==> config.mk <==
export PLATFORM = sky130hd
export DESIGN_NAME = if_fetch_stage_flat
export DESIGN_NICKNAME = d
export VERILOG_FILES = /design/src/rtl/cpu_pkg.sv /design/src/rtl/if_fetch_stage_if.sv /design/src/rtl/if_id_reg.sv /design/src/rtl/if_fetch_stage.sv /design/src/flat_wrapper.sv
export SDC_FILE = /design/constraint.sdc
export NUM_CORES = 1
export LEC_CHECK = 0
export ABC_AREA = 1
export CELL_PAD_IN_SITES_DETAIL_PLACEMENT = 1
export CELL_PAD_IN_SITES_GLOBAL_PLACEMENT = 1
export CORE_MARGIN = 1
export CORE_UTILIZATION = 42
export CTS_BUF_LIST = sky130_fd_sc_hd__clkbuf_4 sky130_fd_sc_hd__clkbuf_8
export CTS_CLUSTER_DIAMETER = 40
export DETAILED_ROUTE_END_ITERATION = 6
export PLACE_DENSITY_LB_ADDON = 0.1
export SLEW_MARGIN = 20
export SYNTH_ARGS = -nofsm -noshare
export SYNTH_HDL_FRONTEND = slang
export SYNTH_HIERARCHICAL = 1
export SYNTH_SLANG_ARGS = --single-unit
export TNS_END_PERCENT = 30
==> constraint.sdc <==
create_clock -name clk -period 2.98 [get_ports clk]
set_input_delay 0.447 -clock clk [delete_from_list [all_inputs] [get_ports clk]]
set_output_delay 0.447 -clock clk [all_outputs]
set_load 0.02 [all_outputs]
==> run_1/met3.png <==
(3 px per um)
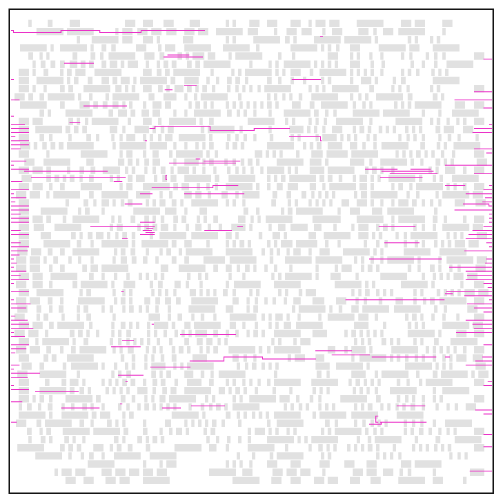
longest straight run: 32.7 um
main direction: horizontal
share of all routed wire: 4.1%
Detailed Route WL: 31,690 um
Via Count: 9,976
GR met3 Demand/Resource: 0.03099

==> run_1/pins.png <==
(2 px per um) Pins as bars across the die edge, other pins in gray.
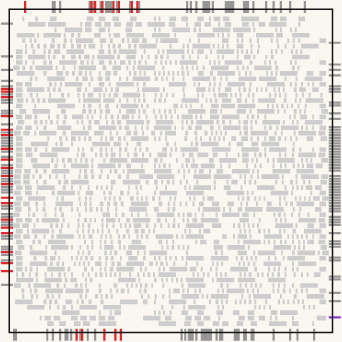
[`rst`] purple | pins: 1 | direction: input | edge: right
[`pc_out`] red | pins: 32 | direction: output | edge: 19 left, 8 top, 5 bottom
I/O Buffers: 193
die y size: 160.9 um
overall die width: 160.9 um

==> run_1/final_clocks.png <==
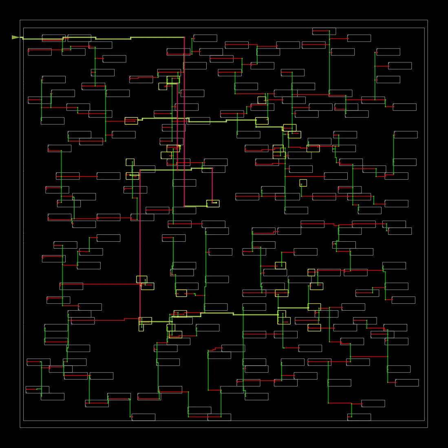
total CTS buffers: 17
Worst Clk Skew: 23.61 ps
clock-net power: 0.00172 W

==> notes.md, run 1 <==
• 9,848 — via count of the first global-routing pass
• 120 ps — clock edge transition at the registers on the reported setup and hold paths
• 0 — max-cap viol count
• 51,810 um — wire length of the first global-routing pass
• sky130_fd_sc_hd__clkbuf_8 — Clock Root Buffer
• 0.4465 GHz — maximum frequency from static timing analysis
• -10.36 ps — worst hold slack
• 192 — number of synthesized register bits
• finished, violations left — outcome
• hold timing — failing checks
• 13 — depth of the worst register-to-register path
• 0 — number of antenna violations at the first check in global routing
• 10,600 um^2 — summed standard-cell area reported by yosys
• 0.5222 — final core utilization
• 0.8318 — placer congestion estimate
• 200 — num ports
• no — unrepaired setup endpoints after global routing
• built — clock tree from TritonCTS
• 0 — number of max-slew violations in the final report
• 86 — maximum number of pins on one net before global-route repair
• 20.86% — Synth-to-Final Area Change
• 16.23 um — post-DR wirelength/cell
• reg -> reg — kind of critical path
• register — Startpoint Class
• sky130_fd_sc_hd__nand2_1 — most numerous cell in the Yosys netlist
• sky130_fd_sc_hd__dfrtp_1, sky130_fd_sc_hd__nand2_1, sky130_fd_sc_hd__a21oi_1, sky130_fd_sc_hd__nor2_1, sky130_fd_sc_hd__buf_4 — biggest area contributors in the synthesized netlist
• 2660 ps — arrival time of data at the critical path endpoint
• 0 — flip-flops with a built-in enable
• in -> async — classification of the worst-slack hold path
• 2 — clock buffer depth
• 0.4533 — Dominant cell area share
• 0.4321 — initial core utilization
• 2 — Final Hold Violation Tally
• 7.109 um^2 — mean cell area of the mapped netlist
• 10,600 um^2 — Post-Synthesis Cell Area
• 1,491 — number of instances in the synthesized netlist
• 5.108 — detail-routed via count per cell
• 29 — number of distinct library cells after synthesis
• 1,491 — yosys cell count
[run 1: metal layers]
metal	GRT usage	wire length, um	vias up
met5	0	0	-
met4	0.05403	339	0
met3	0.03099	1289	21
met2	0.4060	14760	240
met1	0.3568	15300	4865
li1	-	-	4850
[run 1: per-stage QoR]
| stage | hold slack (ps) | setup WS (ps) | total power [W] | cell area, um^2 |
|---|---|---|---|---|
| global placement | 452.8 | 612.8 | 0.008669 | 12430 |
| global route | 21.44 | 565.0 | 0.01128 | 12810 |
| CTS | 20.14 | 761.9 | 0.01059 | 12810 |
| finish | -10.36 | 740.4 | 0.01053 | 12810 |
| floorplan | 151.4 | 1173 | 0.007143 | 10620 |
| detailed placement | 458.5 | 573.1 | 0.008837 | 12430 |
[run 1: cell families (layout without fill, tap and decap cells)]
family,after synthesis,count (layout),share of synthesized area
adder cells (fa/ha/maj),1,1,0.001180
other,1,6,0.0003538
AND-OR/OR-AND,231,231,0.1146
flip-flops,192,192,0.4533
AND/OR/NAND/NOR,852,852,0.3141
buffers and inverters,204,337,0.1066
multiplexers,1,1,0.001062
XOR/XNOR,9,9,0.008853
[run 1: power breakdown]
part	leakage (nW)	switching, W	internal, W
sequential	2.44	0.000728	0.00341
combinational	3.50	0.00280	0.00187
clock	0.192	0.00106	0.000658
[run 1: layout make-up]
cell class                      instances  area [um^2]
Clock buffer                           19        261.5
Inverter                               84        315.3
Timing Repair Buffer                  221         2186
Clock inverter                         13        120.1
Tap cell                              324        405.4
Multi-Input combinational cell       1100         4717
Sequential cell                       192         4806
Fill cell                            3149        11720
[run 1: critical path, delay by kind of cell (launching register included)]
| family | cells | cell delay (ps) |
|---|---|---|
| AND/OR/NAND/NOR | 11 | 1310 |
| flip-flops | 1 | 480 |
| adder cells (fa/ha/maj) | 1 | 270 |
| AND-OR/OR-AND | 1 | 130 |
[run 1: placed cells by master, fill, tap and decap left out, types with 2 or more instances in the layout]
cell type / instances
sky130_fd_sc_hd__nand2_1: 655
sky130_fd_sc_hd__dfrtp_1: 191
sky130_fd_sc_hd__clkdlybuf4s50_1: 190
sky130_fd_sc_hd__a21oi_1: 142
sky130_fd_sc_hd__nor2_1: 138
sky130_fd_sc_hd__inv_1: 78
sky130_fd_sc_hd__o21ai_0: 47
sky130_fd_sc_hd__nand3_1: 32
sky130_fd_sc_hd__buf_4: 24
sky130_fd_sc_hd__clkbuf_8: 20
sky130_fd_sc_hd__a31oi_1: 19
sky130_fd_sc_hd__nor2_2: 11
sky130_fd_sc_hd__a22oi_1: 11
sky130_fd_sc_hd__o21ai_1: 9
sky130_fd_sc_hd__nand2_2: 7
sky130_fd_sc_hd__xor2_1: 7
sky130_fd_sc_hd__conb_1: 6
sky130_fd_sc_hd__inv_8: 5
sky130_fd_sc_hd__nor2_4: 4
sky130_fd_sc_hd__inv_2: 4
sky130_fd_sc_hd__buf_12: 4
sky130_fd_sc_hd__clkinv_4: 3
sky130_fd_sc_hd__inv_6: 2
sky130_fd_sc_hd__clkinvlp_4: 2
sky130_fd_sc_hd__buf_2: 2
sky130_fd_sc_hd__clkinv_1: 2
sky130_fd_sc_hd__xnor2_2: 2
sky130_fd_sc_hd__a21oi_4: 2
==> run 2: changes to the inputs <==
- CORE_UTILIZATION: 42 -> 39
- clock period: 2.98 -> 2.1 ns (I/O delays scaled with it)
==> notes.md, run 2 <==
• 2 — clock buffer depth, unchanged
• 23,180 um — half-perimeter wire length of the detailed placement result
• 29 — number of OpenROAD warnings
• 10,600 um^2 — Post-Synthesis Cell Area, unchanged
• 3,347 — filler cell count in the final layout, +6.3%
• 0 — Post-DRT Antenna Nets
• 1,491 — number of instances in the synthesized netlist, unchanged
• 17 — total CTS buffers, unchanged
• 110 ps — clock edge transition at the registers on the reported setup and hold paths, about the same
• sky130_fd_sc_hd__dfrtp_1 — most used flip-flop cell after synthesis
• sky130_fd_sc_hd__dfrtp_1 — cell type with the highest aggregate area in the netlist
• 700 — number of violations reported at the end of detailed-routing iteration 0
• 10,600 um^2 — summed standard-cell area reported by yosys, unchanged
• sky130_fd_sc_hd__nand2_1, sky130_fd_sc_hd__clkdlybuf4s50_1, sky130_fd_sc_hd__dfrtp_1, sky130_fd_sc_hd__a21oi_1, sky130_fd_sc_hd__nor2_1 — commonest non-fill, non-tap cells in the layout
• 6 — total of warnings raised by yosys
• 0.8734 — placer congestion estimate, +5.0%
• 1174 nW/um^2 — P per Cell Area
• completed — outcome
• 0.4533 — Dominant cell area share, unchanged
• 718.1 ps — transition time at the pin with the least slew margin
• 0.5048 — final core utilization, -0.01741
• 12,850 um^2 — post-detailed-placement cell area, +3.4%
• 0 — number of antenna violations at the first check in global routing, unchanged
• 0 — Final Hold Violation Tally, -2
• 10,110 — Via Count, +1.3%
• 1,970 — Placed Cells
• sky130_fd_sc_hd__nand2_1 — most numerous cell in the Yosys netlist
• 4 — maximum level of the CTS H-tree
• 1,491 — yosys cell count, unchanged
• 1,729 — NumNets Final
• 0 — max-cap viol count, unchanged
• 172.2 ps — worst hold slack, +182.6 ps
• 2 — buffers plus inverters on the worst setup path, +2
• 27,840 um^2 — total die size
• 192 — clock net sink count
• 5.040 — detail-routed via count per cell, -1.3%
• 193 — I/O Buffers, unchanged
• 25.50% — Synth-to-Final Area Change
• reg -> out — kind of critical path
• 2 — logic depth of the worst setup path including buffers, -11
• buffers and inverters — top cell family by delay on the critical path
• sky130_fd_sc_hd__dfrtp_1, sky130_fd_sc_hd__nand2_1, sky130_fd_sc_hd__a21oi_1, sky130_fd_sc_hd__nor2_1, sky130_fd_sc_hd__buf_4 — biggest area contributors in the synthesized netlist
• 0 — final tally of setup violations
• 1710 ps — arrival time of data at the critical path endpoint, -950 ps
• 13 — depth of the worst register-to-register path, unchanged
• in -> reg — classification of the worst-slack hold path
• 130 ps — worst reg-to-reg setup slack
• yes — unrepaired setup endpoints after global routing
• 33,350 um — Detailed Route WL, +5.2%
• sky130_fd_sc_hd__clkdlybuf4s50_1 — cell with the biggest individual delay on the critical path
• 10,310 — via count of the first global-routing pass, +4.7%
• 0.5212 — headroom to the max-slew limit
• 0.01562 W — overall power consumption, +48%
• 54,800 um — wire length of the first global-routing pass, +5.8%
• 0 — number of max-slew violations in the final report, unchanged
• 0.4937 GHz — maximum frequency from static timing analysis
• 2026 ps — final period demand of the worst path
• 16.63 um — post-DR wirelength/cell, +2.5%
• 192 — number of synthesized register bits, unchanged
• buf_4, clkdlybuf4s50_1 — cell-by-cell trace of the critical path
• sky130_fd_sc_hd__clkbuf_8 — Clock Root Buffer
• 0.4022 — initial core utilization, -0.02985
• 59 — standard-cell row count
• sky130_fd_sc_hd__nand2_1 — most frequent logic cell in the layout
• 0 — overflow left after global routing
• 26,350 um^2 — core footprint
• output pin — CP endpoint kind
• 13,300 um^2 — Final Instance Area, +3.8%
• 200 — num ports, unchanged
• 0.09042 — fraction of final layout cells with drive strength greater than 1
• built — clock tree from TritonCTS
• 7.109 um^2 — mean cell area of the mapped netlist, unchanged
• 166.9 um — overall die width, +3.7%
• register — Startpoint Class
• 1.000 — post-synthesis async set-or-reset flop share
• 5 — iteration tally of the first detailed-router pass
• 65 — maximum number of pins on one net before global-route repair, -24%
• 166.9 um — die y size, +3.7%
• 0.9645 — final period utilization
• 0 — flip-flops with a built-in enable, unchanged
• 29 — number of distinct library cells after synthesis, unchanged
• 0 — DRC violation count after routing
-- run 2: cell counts after synthesis --
Identical to the previous run, type by type.
-- run 2: metrics by stage --
step / worst slack, ps / TNS (ps)
5_1_grt: -23.66 / -75.60
6_report: 74.46 / 0
3_5_place_dp: 27.36 / 0
3_3_place_gp: 44.90 / 0
4_1_cts: 19.19 / 0
2_1_floorplan: 293.2 / 0
-- run 2: logic make-up after synthesis --
kind of cell / after synthesis / share of synthesized area
simple gates: 852 / 0.3141
buf+inv: 204 / 0.1066
mux: 1 / 0.001062
flops: 192 / 0.4533
other cells: 1 / 0.0003538
fa+ha+maj: 1 / 0.001180
xor+xnor: 9 / 0.008853
compound gates: 231 / 0.1146
-- run 2: cell type report --
type	count	area, um^2	share of cell area
Clock inverter	12	125.1	0.009406
Clock buffer	19	255.2	0.01919
Timing Repair Buffer	263	2629	0.1976
Sequential cell	192	4817	0.3621
Inverter	84	315.3	0.02370
Multi-Input combinational cell	1100	4742	0.3565
Tap cell	335	419.2	0.03151
-- run 2: worst register-to-register path: cells and delay by family, from the launching register on --
| kind | cells | cell delay, ps |
|---|---|---|
| simple gates | 10 | 1090 |
| flops | 1 | 370 |
| buf+inv | 2 | 240 |
| compound gates | 1 | 210 |
-- run 2: where the power goes --
group	switching (W)	internal, W
logic	0.00436	0.00308
registers	0.000847	0.00486
clock network	0.00146	0.00101
-- run 2: timing repair --
item	in CTS	in global routing
hold endpoints to repair	40	0
setup endpoints to repair	0	17
hold buffers	1	0
resized	0	19
buffers inserted	0	3
-- run 2: per-layer routing --
metal | vias up | global-route usage | routed length, um
met5 | - | 0 | 0
met4 | 0 | 0.06320 | 461
met2 | 218 | 0.3955 | 15200
met1 | 4923 | 0.3469 | 16560
met3 | 32 | 0.02828 | 1128
li1 | 4933 | - | -
==> run_2/final_clocks.png <==
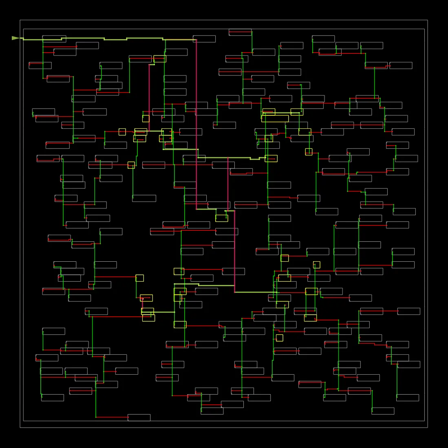
clock insertion delay at the later pin of the skew report: 470 ps
Clock Buffer Count: 19
number of sequential storage elements: 192
clock-net power: 0.00247 W
Worst Clk Skew: 25.61 ps

Power figures rest on the tool's default switching activity, not on a simulated workload.
